$ cat src/rtl/uart_pkg.sv
// Shared types and constants for the scheduled UART transmitter.
package uart_pkg;

   typedef enum logic [2:0] {
      IDLE,
      WAIT_START,
      START,
      DATA,
      STOP
   } state_t;

   localparam logic IDLE_LEVEL  = 1'b1;
   localparam logic START_LEVEL = 1'b0;

   // Symbols on the line per frame: start bit, data bits, stop bits.
   function automatic int frame_ticks(input int data_w, input int stop_bits);
      return 1 + data_w + stop_bits;
   endfunction

endpackage

$ cat src/rtl/rr_arbiter.sv
// Combinational round-robin arbiter with an optional lock onto one requester.
module rr_arbiter #(
   parameter int NUM_REQ = 4,
   parameter int IDX_W   = $clog2(NUM_REQ)
) (
   input  logic [NUM_REQ-1:0] req,
   input  logic [IDX_W-1:0]   pointer,
   input  logic               lock_en,
   input  logic [IDX_W-1:0]   lock_idx,
   output logic [NUM_REQ-1:0] grant
);

   int               sum;
   logic [IDX_W-1:0] idx;

   always_comb begin
      // NOTE: every variable gets a default before any branch so no latch is inferred.
      grant = '0;
      sum   = 0;
      idx   = '0;
      if (lock_en) begin
         grant[lock_idx] = req[lock_idx];
      end else begin
         // Walk from farthest to nearest so the nearest valid requester after pointer wins.
         for (int k = NUM_REQ; k >= 1; k--) begin
            sum = int'(pointer) + k;
            if (sum >= NUM_REQ) sum = sum - NUM_REQ;
            idx = IDX_W'(sum);
            if (req[idx]) grant = NUM_REQ'(1) << idx;
         end
      end
   end

endmodule

$ cat src/rtl/uart_tx_sched.sv
// Shares one UART TX line among NUM_REQ byte sources with round-robin arbitration and packet lock.
module uart_tx_sched
   import uart_pkg::*;
#(
   parameter int NUM_REQ   = 4,
   parameter int DATA_W    = 8,
   parameter int STOP_BITS = 1
) (
   input  logic                        clk,
   input  logic                        rst,
   input  logic                        baud_tick,
   input  logic [NUM_REQ-1:0]          req_valid,
   input  logic [NUM_REQ*DATA_W-1:0]   req_data,
   input  logic [NUM_REQ-1:0]          req_last,
   output logic [NUM_REQ-1:0]          req_ready,
   output logic                        tx,
   output logic                        busy,
   output logic [$clog2(NUM_REQ)-1:0]  grant_id,
   output logic                        locked
);

   localparam int IDX_W = $clog2(NUM_REQ);
   localparam int CNT_W = $clog2(DATA_W + 1);

   state_t              state;
   state_t              state_next;
   logic [IDX_W-1:0]    pointer;
   logic [NUM_REQ-1:0]  grant;
   logic                accept;
   logic [IDX_W-1:0]    accept_idx;
   logic [DATA_W-1:0]   accept_data;
   logic                accept_last;
   logic [DATA_W-1:0]   shift;
   logic [CNT_W-1:0]    bit_cnt;
   logic [1:0]          stop_cnt;

   rr_arbiter #(
      .NUM_REQ (NUM_REQ),
      .IDX_W   (IDX_W)
   ) u_arb (
      .req      (req_valid),
      .pointer  (pointer),
      .lock_en  (locked),
      .lock_idx (grant_id),
      .grant    (grant)
   );

   // Ready is offered only while idle and never while reset is held.
   assign req_ready = (state == IDLE && !rst) ? grant : '0;
   assign accept    = |req_ready;

   always_comb begin
      accept_idx  = '0;
      accept_data = '0;
      accept_last = 1'b0;
      for (int i = 0; i < NUM_REQ; i++) begin
         if (grant[i]) begin
            accept_idx  = IDX_W'(i);
            accept_data = req_data[i*DATA_W +: DATA_W];
            accept_last = req_last[i];
         end
      end
   end

   always_comb begin
      state_next = state;
      unique case (state)
         IDLE:       if (accept)    state_next = WAIT_START;
         WAIT_START: if (baud_tick) state_next = START;
         START:      if (baud_tick) state_next = DATA;
         DATA:       if (baud_tick && bit_cnt >= CNT_W'(DATA_W))    state_next = STOP;
         STOP:       if (baud_tick && stop_cnt >= 2'(STOP_BITS))    state_next = IDLE;
         default:    state_next = IDLE;
      endcase
   end

   // NOTE: non-blocking assignments make every register sample pre-edge values.
   always_ff @(posedge clk or posedge rst) begin
      if (rst) state <= IDLE;
      else     state <= state_next;
   end

   always_ff @(posedge clk or posedge rst) begin
      if (rst) begin
         tx       <= IDLE_LEVEL;
         busy     <= 1'b0;
         grant_id <= '0;
         locked   <= 1'b0;
         pointer  <= IDX_W'(NUM_REQ - 1);
         // NOTE: the shift register is reset too so no X can ever reach the pin.
         shift    <= '0;
         bit_cnt  <= '0;
         stop_cnt <= '0;
      end else begin
         unique case (state)
            IDLE: if (accept) begin
               shift    <= accept_data;
               grant_id <= accept_idx;
               pointer  <= accept_idx;
               busy     <= 1'b1;
               locked   <= ~accept_last;
            end
            WAIT_START: if (baud_tick) tx <= START_LEVEL;
            START: if (baud_tick) begin
               tx      <= shift[0];
               shift   <= shift >> 1;
               bit_cnt <= CNT_W'(1);
            end
            DATA: if (baud_tick) begin
               if (bit_cnt < CNT_W'(DATA_W)) begin
                  tx      <= shift[0];
                  shift   <= shift >> 1;
                  bit_cnt <= bit_cnt + CNT_W'(1);
               end else begin
                  tx       <= IDLE_LEVEL;
                  stop_cnt <= 2'd1;
               end
            end
            STOP: if (baud_tick) begin
               if (stop_cnt < 2'(STOP_BITS)) stop_cnt <= stop_cnt + 2'd1;
               else                          busy     <= 1'b0;
            end
            default: ;
         endcase
      end
   end

endmodule

$ cat config.mk
export PLATFORM = sky130hd
export DESIGN_NAME = uart_tx_sched
export DESIGN_NICKNAME = d
export VERILOG_FILES = /design/src/rtl/uart_pkg.sv /design/src/rtl/rr_arbiter.sv /design/src/rtl/uart_tx_sched.sv
export SDC_FILE = /design/constraint.sdc
export NUM_CORES = 1
export LEC_CHECK = 0
export CAP_MARGIN = 10
export CORE_ASPECT_RATIO = 1.1
export CORE_MARGIN = 2
export CORE_UTILIZATION = 47
export CTS_BUF_LIST = sky130_fd_sc_hd__clkbuf_4 sky130_fd_sc_hd__clkbuf_8
export DETAILED_ROUTE_END_ITERATION = 10
export GPL_TIMING_DRIVEN = 0
export PLACE_DENSITY = 0.8
export SETUP_SLACK_MARGIN = 0.5
export SLEW_MARGIN = 20
export SYNTH_ARGS = -nofsm -noshare
export SYNTH_HDL_FRONTEND = slang
export SYNTH_SLANG_ARGS = --single-unit
$ cat constraint.sdc
create_clock -name clk -period 3.8 [get_ports clk]
set_clock_uncertainty 0.1 [all_clocks]
set_input_delay 0.57 -clock clk [delete_from_list [all_inputs] [get_ports clk]]
set_output_delay 0.57 -clock clk [all_outputs]
set_load 0.005 [all_outputs]
==> run_1/metal_stack.png <==
Only two layers are drawn.
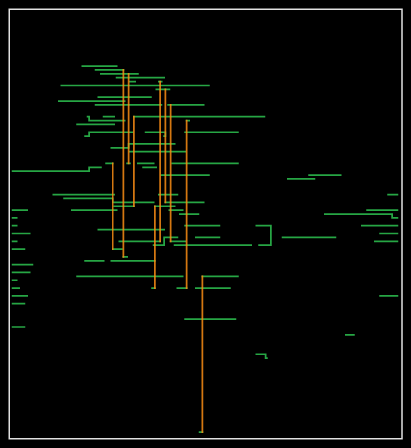
- orange: met4 (wire length 221 um)
- green: met3 (wire length 471 um)
overall fraction of global-route tracks in use: 28.7%
Vias: 2402
routed len/inst: 19.0 um

==> run_1/cell_classes.png <==
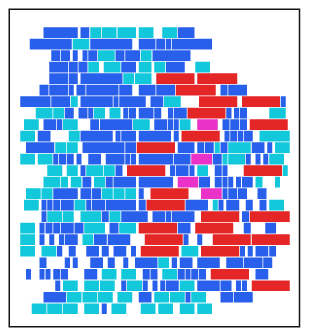
- blue: all other logic (cells 211; share of their area 52%)
- cyan: other buffers and delay cells (cells 97; share of their area 28%)
- red: flip-flops (cells 24; share of their area 19%)
- magenta: clock drivers and dummy loads (cells 4; share of their area 1.7%)
Design Area, Final: 3300 um^2
area inside the core boundary: 4350 um^2

==> reports/metrics.cfg, run 1 <==
[run_status]
status=finished, final reports clean

[synthesis]
yosysSeqAreaShare_pct=28.3
top_area_share_pct=24.6
synth.cells.most_frequent=sky130_fd_sc_hd__nand2_1 (37), sky130_fd_sc_hd__dfrtp_1 (21), sky130_fd_sc_hd__nor2_1 (19)
synth.yosys.chip_area_um2=2140
top_cell=sky130_fd_sc_hd__nand2_1
synth_async_sr_flop_share_pct=100
yosysCellCount=248
ys_top_cells_by_area=sky130_fd_sc_hd__dfrtp_1 (25%), sky130_fd_sc_hd__nand2_1 (6.5%), sky130_fd_sc_hd__ha_1 (5.9%)
post_synth_top_flop=sky130_fd_sc_hd__dfrtp_1
yosys_register_bits=24
synth.distinct_cells=53

[finish]
synthToLayoutAreaGrowth_pct=54.6
post_layout_nonfiller_instances=390
lay_top_cells=sky130_fd_sc_hd__clkdlybuf4s50_1 (44), sky130_fd_sc_hd__nand2_1 (37), sky130_fd_sc_hd__buf_4 (26), sky130_fd_sc_hd__dfrtp_1 (21), sky130_fd_sc_hd__nor2_1 (17)
clockBufferCount=4
comb_cells=196
ratio_of_cells_with_drive_above_1_in_the_final_layout_pct=28.0
comb_gate_area_um2=1610
final_util_pct=76.0
proportion_of_cell_area_occupied_by_multi_input_gates_pct=48.8
most_instantiated_logic_cell_after_routing=sky130_fd_sc_hd__clkdlybuf4s50_1
seqAreaFraction_pct=18.3
sequential_cell_area_um2=604
area_dominant_class=multi-input combinational cells
flops=24
share_of_final_layout_cell_area_taken_by_clock_buffers_and_inverters_pct=1.67
non_clock_buffer_count=97
non_clock_inverter_count=15

[final_timing]
slew_headroom_pct=41.2
finalHoldViolations=0
rsz_0062_raised_after_global_routing=yes
slew_viol_final=0
finalWorstSetupSlack_ps=169
fmax_ghz=0.275
min_period_over_period_pct=95.6
hold-worst-slack_ps=394

[clock_tree]
tritoncts=built
post_cts_resize_count=54
tritoncts_buffer_count=3
clkSinkCount=24
clockBufferDepth=2
cts_hold_buffers=0
clk_pin_slew_ps=90

[floorplanning]
well_tap_count=54
row_count=25
fp_util_pct=49.2
ios=52
dieArea_um2=5100

[grt]
globalRouteOverflowTotal=0
gr-usage-met3_pct=1.94
largest_net_degree_at_the_start_of_global_routing=25
antenna_found_initial=0
met1_usage_pct=38.6
grt.busiest_layer=met2
grt_pass1_wl_mm=11.1

[critical_path]
slowest_stage=sky130_fd_sc_hd__dfstp_2
worst-setup-path-type=flop to primary output
startpoint_type=flop
timing.critical_path.depth=10
setup.reg_to_reg.worst_slack_ps=200
worst_path_dominant_cell_family=buffers and inverters
worstReg2RegEnd=shift[3]$_DFFE_PP0P_
critical_path.endpoint_type=primary output
critical_path_buf_inv_count=5
number_of_cell_instances_on_the_worst_register_to_register_path=13
cp_common_cell=sky130_fd_sc_hd__buf_4
worstSetupStartpoint=pointer[0]$_DFFE_PP1P_

[flow_run]
openroad.warnings=36
cap_violations=0

[power]
static-leakage-power_nw=1.40
peakVddDrop_mv=0.734
power_w=0.00316

[route]
highest_layer=met4
detailedRoute.firstPassIterationCount=4
detailedRoute.firstIterationViolations=169
vias_per_cell=6.16
detail_route.drc_violations=0
drtAntennaViolNets=0
dr_wl_met3_um=471

[placement]
finalWeightedCongestion=0.828
place_area_um2=2740
numPlacedInstances=352
dpl_worst_slack_ps=-256

[min_path]
min_path_cells=2
hold_path_origin=stop_cnt[1]$_DFFE_PP0P_
worst_hold_path.endpoint=stop_cnt[1]$_DFFE_PP0P_

==> run_1/clock_map.png <==
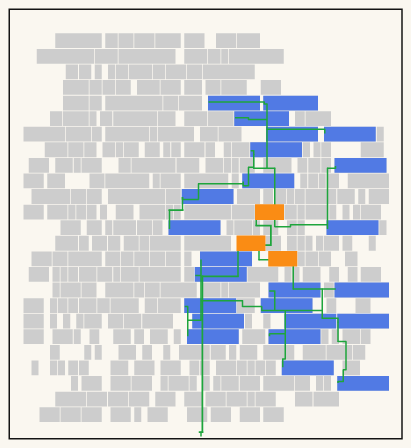
- orange: cells driving clock nets (count 3)
- green: clock wires (length 254 um)
- blue: flip-flops (count 24)
- routed clock nets: 4
Clk Latency, worst-skew pair: 260 ps
part of the total power dissipated in the clock network: 5.4%
power in the clock group: 0.000171 W

==> run 1: sequential cells by signal, indices dropped and copies added, names as in the netlist <==
signal    cells
grant_id      2
bit_cnt       4
shift         8
locked        1
state         3
busy          1
tx            1
pointer       2
stop_cnt      2
==> run 1: logic make-up after synthesis <==
kind of cell               share of synthesized area [%]
and+or+nand+nor                                     21.8
AOI/OAI and AO/OA                                   27.9
buffers and inverters                               5.50
DFF                                                 28.3
muxes                                               10.7
adders and majority gates                           5.85
==> run 1: where the power goes <==
| part | leakage, nW | internal [W] | switching (W) |
|---|---|---|---|
| clock | 0.0288 | 0.0000923 | 0.0000791 |
| sequential | 0.287 | 0.000365 | 0.000101 |
| combinational | 1.09 | 0.00123 | 0.00129 |
==> run_1/pins.png <==
Pins as bars across the die edge, other pins in grey.
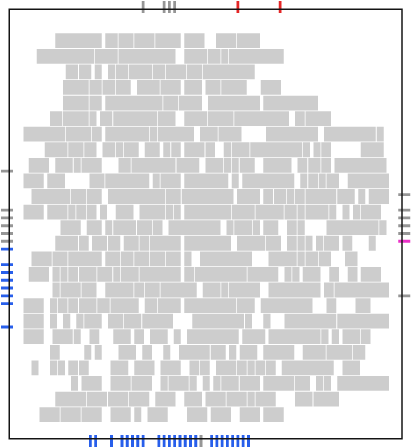

==> run 2, diff against run 1 <==
--- a/config.mk
+++ b/config.mk
@@ -11,7 +11,6 @@
 export CORE_UTILIZATION = 47
 export CTS_BUF_LIST = sky130_fd_sc_hd__clkbuf_4 sky130_fd_sc_hd__clkbuf_8
 export DETAILED_ROUTE_END_ITERATION = 10
-export GPL_TIMING_DRIVEN = 0
 export PLACE_DENSITY = 0.8
 export SETUP_SLACK_MARGIN = 0.5
 export SLEW_MARGIN = 20
==> run_2/pins.png <==
Pins as bars across the die edge, other pins in grey.
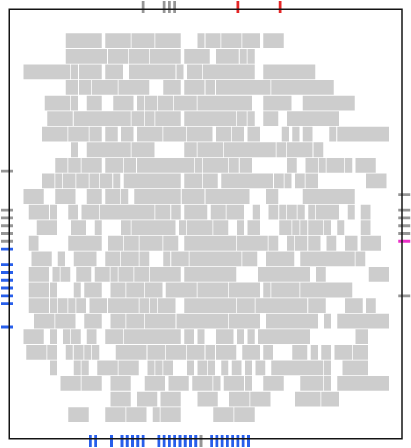
- blue: `req_data` (pins 32; direction input; edge 24 bottom, 8 left)
- red: `grant_id` (pins 2; direction output; edge top)
- magenta: `baud_tick` (pins 1; direction input; edge right)
- all pins by edge: 25 bottom, 14 left, 7 right, 6 top
horizontal die dimension: 68.3 um
die height: 74.7 um
number of port buffers: 51

==> run_2/cell_classes.png <==
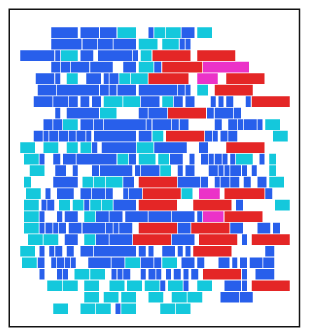
- cyan: other buffers and delay cells (cells 80; share of their area 25%)
- red: flip-flops (cells 24; share of their area 20%)
- magenta: clock drivers and dummy loads (cells 4; share of their area 2.3%)
- blue: all other logic (cells 211; share of their area 53%)
std cell rows: 25
Design Area, Final: 3140 um^2
post-route core utilization: 72.1%
flop share of the area: 19.3%

==> reports/metrics.cfg, run 2 <==
[run_status]
status=finished, final reports clean

[route]
drtAntennaViolNets=0  ; unchanged
detail_route.drc_violations=0  ; unchanged
routed_len_inst_um=17.0  ; -10%
vias_per_cell=5.97  ; -3.1%

[critical_path]
critical_path_buf_inv_count=4  ; -1
startpoint_type=input pin
cp_common_cell=sky130_fd_sc_hd__buf_4
slowest_stage=sky130_fd_sc_hd__mux4_2
worst-setup-path-type=input pin to flop
number_of_cell_instances_on_the_worst_register_to_register_path=10  ; -3
worstReg2RegEnd=shift[2]$_DFFE_PP0P_
worst_path_dominant_cell_family=buffers and inverters

[power]
highest_power_group=combinational logic
power.clock.total_w=0.000222  ; +30%
share_comb_of_total_power_pct=75.7  ; -4.1 points
peakVddDrop_mv=0.609  ; -17%
clock_power_share_pct=7.6  ; +2.2 points
p_sw_w=0.00132  ; -10%
sequentialPower_w=0.000486  ; +4.3%
pwr.group.combinational_w=0.00221  ; -12%
p_int_w=0.00159  ; -5.3%

[finish]
non_clock_buffer_count=80  ; -18%
ratio_of_cells_with_drive_above_1_in_the_final_layout_pct=26.0  ; -2.0 points
post_layout_nonfiller_instances=373  ; -4.4%
largest_registers=shift: 8 flops, bit_cnt: 4 flops, state: 3 flops
area_dominant_class=multi-input combinational cells
most_instantiated_logic_cell_after_routing=sky130_fd_sc_hd__clkdlybuf4s50_1
non_clock_inverter_count=15  ; unchanged
sequential_cell_area_um2=604  ; unchanged
comb_gate_area_um2=1580  ; -2.2%
lay_top_cells=sky130_fd_sc_hd__clkdlybuf4s50_1 (44), sky130_fd_sc_hd__nand2_1 (37), sky130_fd_sc_hd__dfrtp_1 (21), sky130_fd_sc_hd__buf_4 (21), sky130_fd_sc_hd__nor2_1 (17)
clockBufferCount=3  ; -1

[synthesis]
yosysCellCount=248  ; unchanged
yosysSeqAreaShare_pct=28.3  ; unchanged
synth.cells.most_frequent=sky130_fd_sc_hd__nand2_1 (37), sky130_fd_sc_hd__dfrtp_1 (21), sky130_fd_sc_hd__nor2_1 (19)
synth_async_sr_flop_share_pct=100  ; unchanged
yosys_register_bits=24  ; unchanged
top_area_share_pct=24.6  ; unchanged

[floorplanning]
dieArea_um2=5100  ; unchanged
core_um2=4350  ; unchanged
fp_util_pct=49.2  ; unchanged

[final_timing]
fmax_ghz=0.292  ; +6.2%
finalWorstSetupSlack_ps=381  ; +212 ps
slew_headroom_pct=39.4  ; -1.8 points
min_period_over_period_pct=90.0  ; -5.6 points

[clock_tree]
clockBufferDepth=2  ; unchanged
clock_latency_ps=270  ; about the same
clkSinkCount=24  ; unchanged

[grt]
largest_net_degree_at_the_start_of_global_routing=25  ; unchanged

[min_path]
min_path_cells=2  ; unchanged

[placement]
finalWeightedCongestion=0.881  ; +6.3%
dpl_worst_slack_ps=115  ; +370 ps
numPlacedInstances=352  ; unchanged

==> run 2: kinds of logic (layout without fill, tap and decap cells) <==
| group | Yosys count | count (layout) | share of synthesized area, % |
|---|---|---|---|
| compound gates | 71 | 71 | 27.9 |
| fa+ha+maj | 10 | 10 | 5.85 |
| mux | 16 | 16 | 10.7 |
| buf+inv | 28 | 99 | 5.50 |
| simple gates | 99 | 99 | 21.8 |
| flops | 24 | 24 | 28.3 |
==> run 2: layer usage <==
layer	track usage, %	vias to the layer above	wire, um
met5	0	-	0
met4	8.89	0	153
met3	3.59	16	357
met2	42.0	84	3070
met1	36.5	1068	2760
li1	-	1058	-
==> run 2: timing repair <==
item | in CTS | in global routing
resized | 42 | 14
setup endpoints to repair | 12 | 15
pin swaps | 14 | 3
buffers inserted | 16 | 1
Power figures rest on the tool's default switching activity, not on a simulated workload.
